--- src/rtl/cc_psr_stack.sv ---
// Processor status register {S, ET, CC} with masked flag updates and a
// saturating LIFO of saved PSR words for nested trap entry and return.
module cc_psr_stack #(
  parameter  int FLAG_WIDTH  = 4,
  parameter  int STACK_DEPTH = 4,
  localparam int PSR_WIDTH   = FLAG_WIDTH + 2,
  localparam int CNT_WIDTH   = $clog2(STACK_DEPTH + 1)
) (
  input  logic                  CC_PSRSTACK_CLOCK_50,
  input  logic                  CC_PSRSTACK_RESET_InLow,
  input  logic [FLAG_WIDTH-1:0] CC_PSRSTACK_SetMask_In,
  input  logic [FLAG_WIDTH-1:0] CC_PSRSTACK_Flags_In,
  input  logic                  CC_PSRSTACK_WrPsr_In,
  input  logic [PSR_WIDTH-1:0]  CC_PSRSTACK_WrData_In,
  input  logic                  CC_PSRSTACK_Push_In,
  input  logic                  CC_PSRSTACK_Pop_In,
  input  logic                  CC_PSRSTACK_ErrClr_In,
  output logic [PSR_WIDTH-1:0]  CC_PSRSTACK_Psr_Out,
  output logic [FLAG_WIDTH-1:0] CC_PSRSTACK_CC_Out,
  output logic [CNT_WIDTH-1:0]  CC_PSRSTACK_Depth_Out,
  output logic                  CC_PSRSTACK_Full_Out,
  output logic                  CC_PSRSTACK_Empty_Out,
  output logic [1:0]            CC_PSRSTACK_Err_Out
);

  localparam int IDX_WIDTH = (STACK_DEPTH > 1) ? $clog2(STACK_DEPTH) : 1;

  logic [PSR_WIDTH-1:0]  psr_q;
  logic [PSR_WIDTH-1:0]  psr_nxt;
  logic [CNT_WIDTH-1:0]  depth_q;
  logic [CNT_WIDTH-1:0]  depth_nxt;
  logic [1:0]            err_q;
  logic [1:0]            err_set;
  logic [1:0]            err_nxt;
  logic                  push_we;
  logic [FLAG_WIDTH-1:0] merged_cc;
  logic [PSR_WIDTH-1:0]  merged_psr;
  logic [IDX_WIDTH-1:0]  wr_idx;
  logic [IDX_WIDTH-1:0]  top_idx;
  logic                  is_full;
  logic                  is_empty;
  logic [PSR_WIDTH-1:0]  stack_mem [STACK_DEPTH];

  assign merged_cc  = (psr_q[FLAG_WIDTH-1:0] & ~CC_PSRSTACK_SetMask_In) |
                      (CC_PSRSTACK_Flags_In & CC_PSRSTACK_SetMask_In);
  assign merged_psr = {psr_q[PSR_WIDTH-1:FLAG_WIDTH], merged_cc};
  assign is_full    = (depth_q == CNT_WIDTH'(STACK_DEPTH));
  assign is_empty   = (depth_q == '0);
  assign wr_idx     = IDX_WIDTH'(depth_q);
  assign top_idx    = IDX_WIDTH'(depth_q - 1'b1);

  // Command priority: push&pop, pop, push, software write, mask update
  always_comb begin
    psr_nxt   = merged_psr;
    depth_nxt = depth_q;
    err_set   = 2'b00;
    push_we   = 1'b0;
    if (CC_PSRSTACK_Push_In && CC_PSRSTACK_Pop_In) begin
      psr_nxt = merged_psr;
    end else if (CC_PSRSTACK_Pop_In) begin
      if (!is_empty) begin
        psr_nxt   = stack_mem[top_idx];
        depth_nxt = depth_q - 1'b1;
      end else begin
        err_set[0] = 1'b1;
      end
    end else if (CC_PSRSTACK_Push_In) begin
      psr_nxt = {1'b1, 1'b0, merged_cc};
      if (!is_full) begin
        push_we   = 1'b1;
        depth_nxt = depth_q + 1'b1;
      end else begin
        err_set[1] = 1'b1;
      end
    end else if (CC_PSRSTACK_WrPsr_In) begin
      psr_nxt = CC_PSRSTACK_WrData_In;
    end
    // A fresh error outranks a same-cycle clear
    err_nxt = (CC_PSRSTACK_ErrClr_In ? 2'b00 : err_q) | err_set;
  end

  always_ff @(posedge CC_PSRSTACK_CLOCK_50) begin
    if (!CC_PSRSTACK_RESET_InLow) begin
      psr_q   <= {1'b1, 1'b0, {FLAG_WIDTH{1'b0}}};
      depth_q <= '0;
      err_q   <= 2'b00;
      for (int i = 0; i < STACK_DEPTH; i++) stack_mem[i] <= '0;
    end else begin
      psr_q   <= psr_nxt;
      depth_q <= depth_nxt;
      err_q   <= err_nxt;
      if (push_we) stack_mem[wr_idx] <= merged_psr;
    end
  end

  assign CC_PSRSTACK_Psr_Out   = psr_q;
  assign CC_PSRSTACK_CC_Out    = psr_q[FLAG_WIDTH-1:0];
  assign CC_PSRSTACK_Depth_Out = depth_q;
  assign CC_PSRSTACK_Full_Out  = is_full;
  assign CC_PSRSTACK_Empty_Out = is_empty;
  assign CC_PSRSTACK_Err_Out   = err_q;

endmodule

--- config.mk ---
export PLATFORM = sky130hd
export DESIGN_NAME = cc_psr_stack
export DESIGN_NICKNAME = d
export VERILOG_FILES = /design/src/rtl/cc_psr_stack.sv
export SDC_FILE = /design/constraint.sdc
export NUM_CORES = 1
export LEC_CHECK = 0
export CAP_MARGIN = 20
export CORE_ASPECT_RATIO = 0.5
export CORE_MARGIN = 5
export CORE_UTILIZATION = 50
export DETAILED_ROUTE_END_ITERATION = 7
export PLACE_DENSITY_LB_ADDON = 0.1
export SYNTH_ARGS = -nofsm -noshare
export SYNTH_HDL_FRONTEND = slang
export SYNTH_SLANG_ARGS = --single-unit
--- constraint.sdc ---
create_clock -name CC_PSRSTACK_CLOCK_50 -period 2.7 [get_ports CC_PSRSTACK_CLOCK_50]
set_input_delay 0.27 -clock CC_PSRSTACK_CLOCK_50 [delete_from_list [all_inputs] [get_ports CC_PSRSTACK_CLOCK_50]]
set_output_delay 0.27 -clock CC_PSRSTACK_CLOCK_50 [all_outputs]
set_load 0.03 [all_outputs]
==> run_1/layers.png <==
(6 px per um)
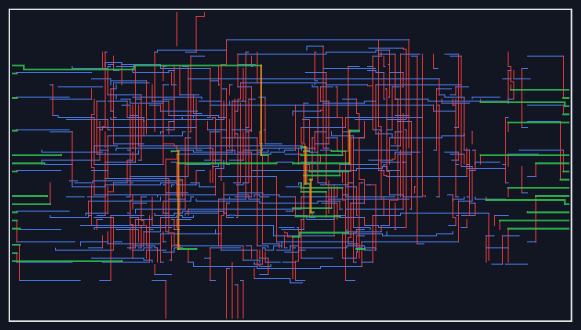
[green] M3 | wire length: 304 um
[blue] M1 | wire length: 1,810 um
[orange] M4 | wire length: 48.3 um
[red] M2 | wire length: 1,750 um

==> run_1/port_trees.png <==
(6 px per um)
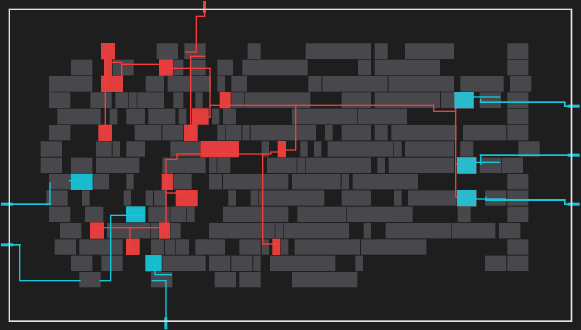
[red] CC_PSRSTACK_RESET_InLow | direction: input | edge: top | end cells: 19 | wire: 214 um
[cyan] CC_PSRSTACK_WrData_In | direction: input | edge: 3 right, 2 left, 1 bottom | end cells: 6 | wire: 121 um

==> run_1/clock_nets.png <==
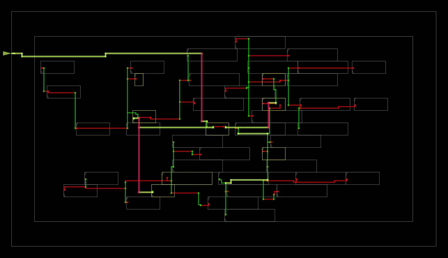
insertion delay to the later sink of the worst-skew pair: 0.28 ns
seq_cells: 35
Setup Skew: 0.005006 ns
clkbuf count: 6
TritonCTS sink count: 35

==> run_1/ff_map.png <==
(4 px per um) Other cells in gray.
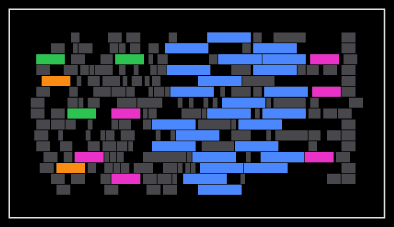
[blue] stack_mem | flops: 24
[orange] CC_PSRSTACK_Err_Out | flops: 2
[magenta] CC_PSRSTACK_Psr_Out | flops: 6
[green] CC_PSRSTACK_Depth_Out | flops: 3

==> results.cfg, run 1 <==
; generated from flow reports
[run_status]
outcome = finished clean

[clock_tree]
cts_hold_repair.buffers = 0
clockBufferDepth = 2

[critical_path]
worstPathCellList = inv_1 > ha_1 > nand2_1 > inv_1 > clkdlybuf4s50_1
crit_fanout = 6
family_of_cells_with_the_greatest_summed_delay_on_the_critical_path = buffers and inverters
setup.worst_path.end_class = output pin

[power_and_ir_drop]
fin_total_pwr_w = 0.001520

[synth]
mux_area_share_pct = 12.36
synthDistinctLibCells = 37
yosysWarningCount = 0
flops_after_synth = 35
post_synth_main_logic_family = simple AND/OR/NAND/NOR gates
ys_area_mm2 = 0.001742
synth.cellmix.xorXnorShare_pct = 1.006
synth_top_flop_cell = sky130_fd_sc_hd__edfxtp_1

[layout]
final_design_area_no_fill_mm2 = 0.002232
fill_cells = 283
flow.area_growth_from_synthesis_pct = 28.16
seqAreaFraction_pct = 42.15
lay_top_count = sky130_fd_sc_hd__clkdlybuf4s50_1
dominant_kind_of_cell_by_area = sequential cells

[floorplanning]
core_region_area_mm2 = 0.003397
floorplan.initialDensity_pct = 51.27
well_tap_count = 51

[placement]
dp.final_hpwl_um = 2886
dp.cells = 225
count_of_input_and_output_buffers = 36

[final_timing]
holdWs_ns = 0.5393
slew_headroom_pct = 59.65
finalHoldViolations = 0
timing.final.max_slew_violations = 0

[grt]
grtUsageMet1_pct = 24.42
grt_busiest_layer = met2
wire_length_of_the_first_global_routing_pass_um = 6610
met3_usage_in_global_routing_pct = 5.780
grt-ovfl-total = 0

[drt]
drt.antenna.violating_nets = 0
routed.top_layer = met4
via_per_inst = 5.549
wire_per_inst_um = 16.81
drt_drc_violations_left = 0

[flow_run]
stage_log_warnings = 28
## run 1: where the power goes
part | switching (W) | internal, W
Clock | 0.000190 | 0.000299
Sequential | 0.0000220 | 0.000614
Combinational | 0.000221 | 0.000175
## run 1: worst max-delay path by stage
stage                                        start                    to  slack (ns)  cells after the start
after floorplan           CC_PSRSTACK_Depth_Out[0]       stack_mem[3][0]        0.44                      6
after global placement          CC_PSRSTACK_Pop_In       stack_mem[1][3]        0.59                      5
after detailed placement        CC_PSRSTACK_Pop_In       stack_mem[1][1]        0.46                      5
after CTS                 CC_PSRSTACK_Depth_Out[1]  CC_PSRSTACK_Full_Out        0.47                      5
after global routing      CC_PSRSTACK_Depth_Out[1]  CC_PSRSTACK_Full_Out        0.31                      5
final                     CC_PSRSTACK_Depth_Out[1]  CC_PSRSTACK_Full_Out        0.48                      5
==> run 2: changes to the inputs <==
Settings changed: CORE_UTILIZATION 50 to 45.
Clock period 2.7 ns to 1.83 ns, I/O delays scaled along.
==> results.cfg, run 2 <==
; generated from flow reports
[clock_tree]
worstSkewPairLatency_ns = 0.29
clock-sinks = 35
cts_hold_repair.buffers = 0
cts_resized = 0
clockBufferDepth = 2

[power_and_ir_drop]
power.switching_w = 0.0006798
combinationalPower_w = 0.000639
share_seq_of_total_power_pct = 43.5
switching_share_pct = 31.63
power_frac_comb_pct = 29.8
power_top_consumer = registers
cell_internal_pwr_w = 0.001469
fin_total_pwr_w = 0.002149
powerSeq_w = 0.000934
power_frac_clock_pct = 26.8

[critical_path]
timing.critical_path.to = CC_PSRSTACK_Depth_Out[0]
setup.worst_path.start = CC_PSRSTACK_Depth_Out[0]
setup.worst_path.end_class = output pin
crit_fanout = 9
family_of_cells_with_the_greatest_summed_delay_on_the_critical_path = buffers and inverters
worstReg2RegStart = CC_PSRSTACK_Depth_Out[0]
cp_depth = 2
critical-path-slowest-cell = sky130_fd_sc_hd__clkdlybuf4s50_1
crit_path_start_kind = register
worstPathCellList = buf_4 > clkdlybuf4s50_1

[grt]
met3_usage_in_global_routing_pct = 5.951
wire_length_of_the_first_global_routing_pass_um = 6499
grt-ovfl-total = 0
grtUsageMet1_pct = 20.72
antenna_found_initial = 0
grt_busiest_layer = met2

[drt]
routed.top_layer = met4
drt_drc_violations_left = 0
drt.antenna.violating_nets = 0
wire_per_inst_um = 15.98

[final_timing]
max_slew.worst_pin.slew_ns = 0.5771
finalHoldViolations = 0
timing.final.max_slew_violations = 0
period_utilization_post_route_pct = 94.02
slew_headroom_pct = 60.43

[synth]
flops_after_synth = 35
synth.cellmix.adderShare_pct = 2.155
synth.cellmix.xorXnorShare_pct = 1.006
ys_area_mm2 = 0.001742
mux_area_share_pct = 12.36
yosysWarningCount = 0
post_synth_main_logic_family = simple AND/OR/NAND/NOR gates
synthDistinctLibCells = 37
synth_top_flop_cell = sky130_fd_sc_hd__edfxtp_1
yosys.stat.seqShare_pct = 54.02

[placement]
count_of_input_and_output_buffers = 36
dp.cells = 240
dp.final_hpwl_um = 2940

[layout]
flow.area_growth_from_synthesis_pct = 33.91
lay_top_count = sky130_fd_sc_hd__clkdlybuf4s50_1

[floorplanning]
floorplan.initialDensity_pct = 45.55
core_region_area_mm2 = 0.003824

[flow_run]
stage_log_warnings = 28
maxCapViolCount = 0

[run_status]
outcome = finished clean
==> run 2: per-stage QoR <==
step	worst slack (ns)	hold WS [ns]	instance area, um2
after floorplan	0.01173	0.3966	1770
after global placement	0.05348	0.4943	2243
after detailed placement	0.01193	0.5032	2243
after CTS	0.08675	0.5196	2332
after global routing	0.06039	0.5570	2332
final	0.1095	0.5149	2332
==> run 2: final cells by class <==
class                           instances  area, um2
Fill cell                             319       1491
Sequential cell                        35      945.9
Multi-Input combinational cell         92      715.7
Timing Repair Buffer                   52      488.0
Clock buffer                            5      68.82
Tap cell                               54      67.56
Inverter                                7      26.28
Clock inverter                          3      20.02
==> run_2/gates.png <==
(4 px per um)
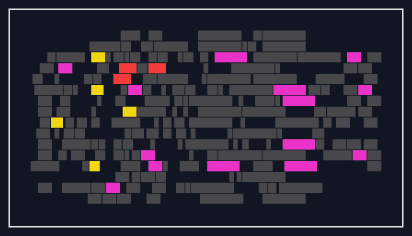
[magenta] mux cells | cells: 14
[red] fa/ha/maj cells | cells: 3
[yellow] non-inverting ao/oa cells | cells: 5 | where: left middle

==> run_2/clock_nets.png <==
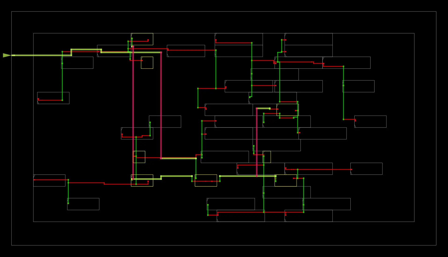
Setup Skew: 0.006638 ns
number of clock buffers inserted by TritonCTS: 5
Clock Power: 0.000575 W

==> run 3: changes to the inputs <==
Settings changed: ABC_AREA set to 1, CORE_UTILIZATION 45 to 46.
==> results.cfg, run 3 <==
; generated from flow reports
[clock_tree]
number_of_clock_buffers_inserted_by_tritoncts = 5
cts_resized = 0
cts_hold_repair.buffers = 0

[final_timing]
finalHoldViolations = 0
max_slew.worst_pin.slew_ns = 0.4277
holdWs_ns = 0.4637
period_utilization_post_route_pct = 95.52
timing.final.max_slew_violations = 0
slew_headroom_pct = 71.18

[grt]
antenna_found_initial = 0
grtUsageMet1_pct = 23.46
wire_length_of_the_first_global_routing_pass_um = 7403
grt-ovfl-total = 0
grt_busiest_layer = met2

[layout]
logic_gates = 156
seq_area_um2 = 945.9
seqAreaFraction_pct = 38.59
inverters_excl_clock = 30
non_clock_buffer_area_share_pct = 17.56
non_clock_buffer_count = 46
ff_count = 35
flow.area_growth_from_synthesis_pct = 29.48
lay_top_count = sky130_fd_sc_hd__nand2_1
clkbuf_count = 6
fill_cells = 361
dominant_kind_of_cell_by_area = sequential cells
area_share_clock_buf_inv_pct = 4.492
comb_area_share_pct = 32.01

[synth]
yosysWarningCount = 0
synth_top_flop_cell = sky130_fd_sc_hd__edfxtp_1
synthDistinctLibCells = 21
ys_area_mm2 = 0.001893

[power_and_ir_drop]
fin_total_pwr_w = 0.002210
power_frac_comb_pct = 25.8
power_top_consumer = registers
power_frac_clock_pct = 32.1
share_seq_of_total_power_pct = 42.1
power.switching_w = 0.0006842

[floorplanning]
core_region_area_mm2 = 0.003944
well_tap_count = 54
floorplan.initialDensity_pct = 48.00

[placement]
dp.cells = 321
dp.final_hpwl_um = 3386
placement_cell_area_mm2 = 0.002341

[drt]
routed.top_layer = met4
wire_per_inst_um = 13.78
drt_drc_violations_left = 0
drt.antenna.violating_nets = 0

[run_status]
outcome = finished clean

[flow_run]
maxCapViolCount = 0
stage_log_warnings = 28

[critical_path]
family_of_cells_with_the_greatest_summed_delay_on_the_critical_path = buffers and inverters
crit_fanout = 17
setup.worst_path.start = CC_PSRSTACK_Depth_Out[0]
critical-path-slowest-cell = sky130_fd_sc_hd__clkdlybuf4s50_1
timing.critical_path.to = CC_PSRSTACK_Depth_Out[0]
worstReg2RegStart = CC_PSRSTACK_Depth_Out[1]
cp_depth = 2
[run 3: cell count changes in the layout (fill, tap and decap cells not counted), moves of 7 or more]
cell	change
sky130_fd_sc_hd__inv_1	+21
sky130_fd_sc_hd__mux2i_1	-8
sky130_fd_sc_hd__nand2_1	+52
sky130_fd_sc_hd__nand3_1	+21
sky130_fd_sc_hd__nor2_1	+24
sky130_fd_sc_hd__nor2_2	-7
[run 3: cell families (layout without fill, tap and decap cells)]
family / after synthesis / in the layout / synth area share (%)
fa+ha+maj: 3 / 3 / 1.983
simple gates: 134 / 134 / 31.92
flops: 35 / 35 / 49.70
compound gates: 19 / 19 / 5.552
buf+inv: 40 / 84 / 10.84
==> run_3/gates.png <==
(4 px per um)
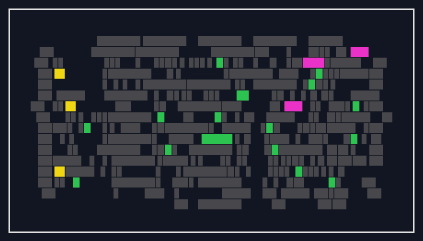
[yellow] non-inverting ao/oa cells | cells: 3
[green] aoi and oai cells | cells: 16
[magenta] fa/ha/maj cells | cells: 3

==> run_3/clock_nets.png <==
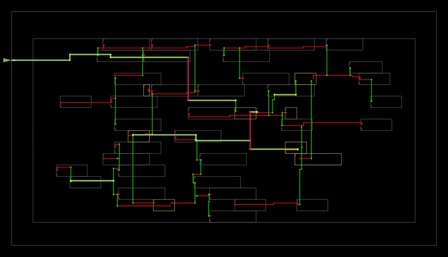
Setup Skew: 0.007150 ns
Clock Power: 0.000709 W
insertion delay to the later sink of the worst-skew pair: 0.29 ns

No activity file was given, so power comes from the tool's default toggle rates.
